File: src/rtl/fetch_pkg.sv
// fetch_pkg: shared types and constants for the instruction fetch unit.
//   - fetch_state_e : fetch FSM state encoding
//   - field widths / LSB positions of the opcode and immediate fields
//   - TimeoutCyclesDefault : default REQ-without-ack limit for the watchdog
package fetch_pkg;

    localparam int unsigned WordWidth            = 32;
    localparam int unsigned TimeoutCyclesDefault = 16;

    localparam int unsigned OpcodeWidth = 6;
    localparam int unsigned OpcodeLsb   = 26;
    localparam int unsigned Imm16Width  = 16;
    localparam int unsigned Imm16Lsb    = 0;
    localparam int unsigned Imm26Width  = 26;
    localparam int unsigned Imm26Lsb    = 0;

    typedef enum logic [1:0] {
        StIdle = 2'd0,
        StReq  = 2'd1,
        StHold = 2'd2,
        StErr  = 2'd3
    } fetch_state_e;

endpackage

File: src/rtl/fetch_if.sv
// fetch_if: instruction memory request bus.
//   mem_req   : request strobe (master -> memory)
//   mem_addr  : word address, stable while mem_req is high (master -> memory)
//   mem_ack   : completion strobe, mem_rdata valid in the same cycle (memory -> master)
//   mem_rdata : instruction word (memory -> master)
interface fetch_if;
    import fetch_pkg::*;

    logic                 mem_req;
    logic [WordWidth-1:0] mem_addr;
    logic                 mem_ack;
    logic [WordWidth-1:0] mem_rdata;

    modport master (
        output mem_req,
        output mem_addr,
        input  mem_ack,
        input  mem_rdata
    );

    modport slave (
        input  mem_req,
        input  mem_addr,
        output mem_ack,
        output mem_rdata
    );

endinterface

File: src/rtl/fetch_wdog.sv
// fetch_wdog: request watchdog. Only instantiated when FETCH_TIMEOUT_EN is defined.
//   clk      : clock
//   reset    : asynchronous active-low reset
//   count_en : high for each cycle spent waiting on the memory; low clears the count
//   expired  : high in the cycle that would make the count reach Limit
module fetch_wdog #(
    parameter int unsigned Limit = 16
) (
    input  logic clk,
    input  logic reset,
    input  logic count_en,
    output logic expired
);

    localparam int unsigned CntWidth = $clog2(Limit + 1);

    logic [CntWidth-1:0] count_q, count_d;

    assign count_d = count_en ? count_q + CntWidth'(1) : '0;

    always_ff @(posedge clk or negedge reset) begin
        if (!reset) begin
            count_q <= '0;
        end else begin
            count_q <= count_d;
        end
    end

    assign expired = count_en && (count_q == CntWidth'(Limit - 1));

endmodule

File: src/rtl/fetch_unit.sv
// fetch_unit: single-outstanding instruction fetch stage.
// Fetches the word at pc, holds it for decode until consumed or flushed, then
// pulses pc_advance. Optional macro FETCH_TIMEOUT_EN adds a watchdog that moves
// the unit to a sticky error state after TIMEOUT_CYCLES unacknowledged cycles.
// Ports:
//   clk, reset          : clock, asynchronous active-low reset
//   pc                  : next instruction word address
//   flush               : discard in-flight or held instruction
//   mem                 : instruction memory bus (fetch_if.master)
//   instr, instr_valid  : held instruction for decode
//   instr_ready         : decode consumes instr this cycle
//   opcode/imm16/imm26  : fields decoded from instr
//   pc_advance          : one-cycle step strobe to the PC stage
//   fetch_err           : sticky timeout error (0 without FETCH_TIMEOUT_EN)
module fetch_unit
    import fetch_pkg::*;
#(
    parameter int unsigned TIMEOUT_CYCLES = TimeoutCyclesDefault
) (
    input  logic                   clk,
    input  logic                   reset,
    input  logic [WordWidth-1:0]   pc,
    input  logic                   flush,
    fetch_if.master                mem,
    output logic [WordWidth-1:0]   instr,
    output logic                   instr_valid,
    input  logic                   instr_ready,
    output logic [OpcodeWidth-1:0] opcode,
    output logic [Imm16Width-1:0]  imm16,
    output logic [Imm26Width-1:0]  imm26,
    output logic                   pc_advance,
    output logic                   fetch_err
);

    fetch_state_e         state_q, state_d;
    logic [WordWidth-1:0] addr_q, instr_q;
    logic                 valid_q;
    logic                 flush_pend_q, flush_pend_d;
    logic                 drop;     // ack data of the current request must be discarded
    logic                 req_stall;
    logic                 timeout;

    assign drop      = flush | flush_pend_q;
    assign req_stall = (state_q == StReq) && !mem.mem_ack;

`ifdef FETCH_TIMEOUT_EN
    fetch_wdog #(
        .Limit (TIMEOUT_CYCLES)
    ) u_wdog (
        .clk      (clk),
        .reset    (reset),
        .count_en (req_stall),
        .expired  (timeout)
    );
`else
    logic unused_timeout_cfg;
    assign unused_timeout_cfg = ^TIMEOUT_CYCLES ^ req_stall;
    assign timeout            = 1'b0;
`endif

    // State register
    always_ff @(posedge clk or negedge reset) begin
        if (!reset) begin
            state_q <= StIdle;
        end else begin
            state_q <= state_d;
        end
    end

    // Next-state logic
    always_comb begin
        state_d = state_q;
        unique case (state_q)
            StIdle: state_d = StReq;
            StReq: begin
                if (mem.mem_ack) begin
                    state_d = drop ? StIdle : StHold;
                end else if (timeout) begin
                    state_d = StErr;
                end
            end
            StHold: begin
                if (flush || instr_ready) begin
                    state_d = StIdle;
                end
            end
            StErr:   state_d = StErr;
            default: state_d = StIdle;
        endcase
    end

    // A flush seen while waiting is remembered until the ack retires the request.
    assign flush_pend_d = (state_q == StReq) && (state_d == StReq) && drop;

    always_ff @(posedge clk or negedge reset) begin
        if (!reset) begin
            addr_q       <= '0;
            instr_q      <= '0;
            valid_q      <= 1'b0;
            flush_pend_q <= 1'b0;
        end else begin
            flush_pend_q <= flush_pend_d;
            if (state_q == StIdle) begin
                addr_q <= pc;
            end
            if ((state_q == StReq) && mem.mem_ack && !drop) begin
                instr_q <= mem.mem_rdata;
                valid_q <= 1'b1;
            end else if ((state_q == StHold) && (flush || instr_ready)) begin
                valid_q <= 1'b0;
            end
        end
    end

    // Outputs
    always_comb begin
        mem.mem_req  = (state_q == StReq);
        mem.mem_addr = addr_q;
        instr        = instr_q;
        instr_valid  = valid_q;
        pc_advance   = (state_q == StHold) && instr_ready && !flush;
`ifdef FETCH_TIMEOUT_EN
        fetch_err    = (state_q == StErr);
`else
        fetch_err    = 1'b0;
`endif
    end

    assign opcode = instr_q[OpcodeLsb +: OpcodeWidth];
    assign imm16  = instr_q[Imm16Lsb +: Imm16Width];
    assign imm26  = instr_q[Imm26Lsb +: Imm26Width];

endmodule

File: src/flat_wrapper.sv
// flat-port wrapper written by rule: the top's interface ports become plain ports
module fetch_unit_flat import fetch_pkg::*;
#(
    parameter int unsigned TIMEOUT_CYCLES = TimeoutCyclesDefault
)
  (clk, reset, pc, flush, instr, instr_valid, instr_ready, opcode, imm16, imm26, pc_advance, fetch_err, mem_mem_req, mem_mem_addr, mem_mem_ack, mem_mem_rdata);
  fetch_if mem_i ();
  input  logic clk;
  input  logic reset;
  input  logic [WordWidth-1:0] pc;
  input  logic flush;
  output logic [WordWidth-1:0] instr;
  output logic instr_valid;
  input  logic instr_ready;
  output logic [OpcodeWidth-1:0] opcode;
  output logic [Imm16Width-1:0] imm16;
  output logic [Imm26Width-1:0] imm26;
  output logic pc_advance;
  output logic fetch_err;
  output wire logic [$bits(mem_i.mem_req)-1:0] mem_mem_req;
  output wire logic [$bits(mem_i.mem_addr)-1:0] mem_mem_addr;
  input wire logic [$bits(mem_i.mem_ack)-1:0] mem_mem_ack;
  input wire logic [$bits(mem_i.mem_rdata)-1:0] mem_mem_rdata;
  assign mem_mem_req = mem_i.mem_req;
  assign mem_mem_addr = mem_i.mem_addr;
  assign mem_i.mem_ack = mem_mem_ack;
  assign mem_i.mem_rdata = mem_mem_rdata;
  fetch_unit #(.TIMEOUT_CYCLES(TIMEOUT_CYCLES)) u_core (.clk(clk), .reset(reset), .pc(pc), .flush(flush), .mem(mem_i), .instr(instr), .instr_valid(instr_valid), .instr_ready(instr_ready), .opcode(opcode), .imm16(imm16), .imm26(imm26), .pc_advance(pc_advance), .fetch_err(fetch_err));
endmodule
File: config.mk
export PLATFORM = sky130hd
export DESIGN_NAME = fetch_unit_flat
export DESIGN_NICKNAME = d
export VERILOG_FILES = /design/src/rtl/fetch_pkg.sv /design/src/rtl/fetch_if.sv /design/src/rtl/fetch_wdog.sv /design/src/rtl/fetch_unit.sv /design/src/flat_wrapper.sv
export SDC_FILE = /design/constraint.sdc
export NUM_CORES = 1
export LEC_CHECK = 0
export CAP_MARGIN = 20
export CORE_ASPECT_RATIO = 0.5
export CORE_MARGIN = 1.5
export CORE_UTILIZATION = 35
export DETAILED_ROUTE_END_ITERATION = 6
export PLACE_DENSITY = 0.85
export RECOVER_POWER = 50
export SLEW_MARGIN = 5
export SYNTH_ARGS = -nofsm -noshare
export SYNTH_HDL_FRONTEND = slang
export SYNTH_HIERARCHICAL = 1
export SYNTH_SLANG_ARGS = --single-unit
File: constraint.sdc
create_clock -name clk -period 2.4 [get_ports clk]
set_clock_uncertainty 0.1 [all_clocks]
set_input_delay 0.48 -clock clk [delete_from_list [all_inputs] [get_ports clk]]
set_output_delay 0.48 -clock clk [all_outputs]
set_load 0.02 [all_outputs]
**Sequential cells colored by netlist name**

Scale bar: 50 microns. Other sequential cells in the stronger gray, the rest of the logic in the fainter gray.
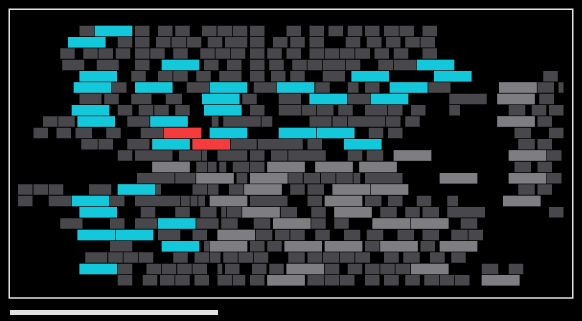
legend:
  cyan:
    netlist_name: u_core/instr
    flops: 32
  red:
    netlist_name: u_core/state_q
    flops: 2
Seq area share: 34.3%
fin util: 60.5%
Register Area: 1700 sq um
sequential cell power: 2.21 mW

==> results.sh <==
# source this file to load flow results
export IMPL_n_clock_buffer=10
export IMPL_crit_start="u_core/state_q[1]"
export IMPL_tap_cells=112
export IMPL_holdWs_ns=0.343
export IMPL_met1Wirelength_microns=2820
export IMPL_ys_flops=68
export IMPL_postCtsSetupBuffers=0
export IMPL_synth_avg_cell_area_sq_um=15.1
export IMPL_wl_per_cell_microns=17.3
export IMPL_vias_per_cell=4.32
export IMPL_reg2reg_slack_ns=0.58
export IMPL_ys_sh_xor_pct=0
export IMPL_edf_count=0
export IMPL_ys_area_sq_um=3040
export IMPL_insertion_delay_ns=0.32
export IMPL_antenna_found_initial=0
export IMPL_netlist_area_sq_um=3040
export IMPL_r2r_start="u_core/state_q[0]"
export IMPL_crit_cells=2
export IMPL_arrival_ns=1.61
export IMPL_grt_use_met2_pct=34.5
export IMPL_finalHoldViolations=0
export IMPL_pwr_share_clk_pct=17.2
export IMPL_setup_worst_path_end_class="output port"
export IMPL_diodes=0
export IMPL_logic_family="multiplexers"
export IMPL_lay_top_count="clkdlybuf4s50_1"
export IMPL_cts_hold_buf=0
export IMPL_p_sw_share_pct=37.3
export IMPL_pwr_share_seq_pct=27.1
export IMPL_synth_nets=270
export IMPL_p_per_area_nw_per_um2=1640
export IMPL_topCellsByArea="dfrtp_1, mux2_4, mux2_2"
export IMPL_maxSlewHeadroom_pct=11.5
export IMPL_slowest_stage="clkdlybuf4s50_1"
export IMPL_ys_warn_count=6
export IMPL_initial_core_util_pct=37.1
export IMPL_path_max_fanout=4
export IMPL_layout_top_cells="clkdlybuf4s50_1, dfrtp_1, mux2_2"
export IMPL_p_leak_nw=2.13
export IMPL_clockBufferDepth=2
export IMPL_clk_pin_slew_ns=0.06
export IMPL_comb_power_share_pct=55.7
export IMPL_wl_met2_microns=4710
export IMPL_ant_nets=0
export IMPL_drive_above_1_share_pct=25.1
export IMPL_status="completed"
export IMPL_cp_buffers_inverters=1
export IMPL_power_mw=8.13
export IMPL_cts_sinks=68
export IMPL_comb_cells=78
export IMPL_ys_sh_mux_pct=27.1
export IMPL_cts_buffers=9
export IMPL_buffer_area_share_pct=37.7
export IMPL_place_area_sq_um=4650
export IMPL_switchingPower_mw=3.03
export IMPL_drtIter0Drc=45
export IMPL_grt_util_met3_pct=3.95
export IMPL_ctsHtreeMaxLevel=3
export IMPL_comb_area_share_pct=18.6
export IMPL_first_pass_iters=5
export IMPL_die_height_microns=68.9
export IMPL_p_comb_mw=4.53
export IMPL_port_buffers=183
export IMPL_p_clk_mw=1.40
export IMPL_maxUsedRoutingLayer="met4"
export IMPL_grt_use_total_pct=17.0
export IMPL_grt_use_met1_pct=17.1
export IMPL_slowest_delay_ns=0.65
export IMPL_top_power_group="combinational logic"
export IMPL_die_area_sq_um=9300
export IMPL_place_congestion=0.726
export IMPL_largest_class="non-clock buffers"
export IMPL_worst_path_dominant_cell_family="buffers and inverters"
export IMPL_first_global_vias=2159
**Cell classes on the final placement**

Scale bar: 50 microns. Fill, decap, tap and diode cells in gray.
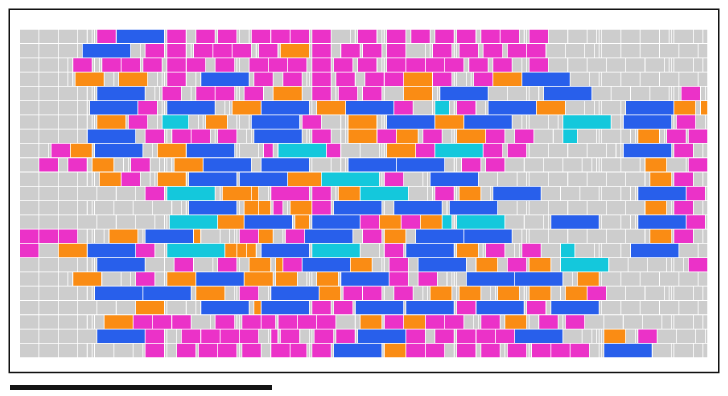
legend:
  magenta:
    class: other buffers and delay cells
    cells: 188
    share_of_their_area: 39%
  blue:
    class: flops
    cells: 68
    share_of_their_area: 35%
  cyan:
    class: clock drivers and dummy loads
    cells: 16
    share_of_their_area: 6.8%
  orange:
    class: combinational and other logic
    cells: 78
    share_of_their_area: 19%
placeable core area: 8200 sq um
row count: 23

Power is estimated from default activity; no workload was simulated.
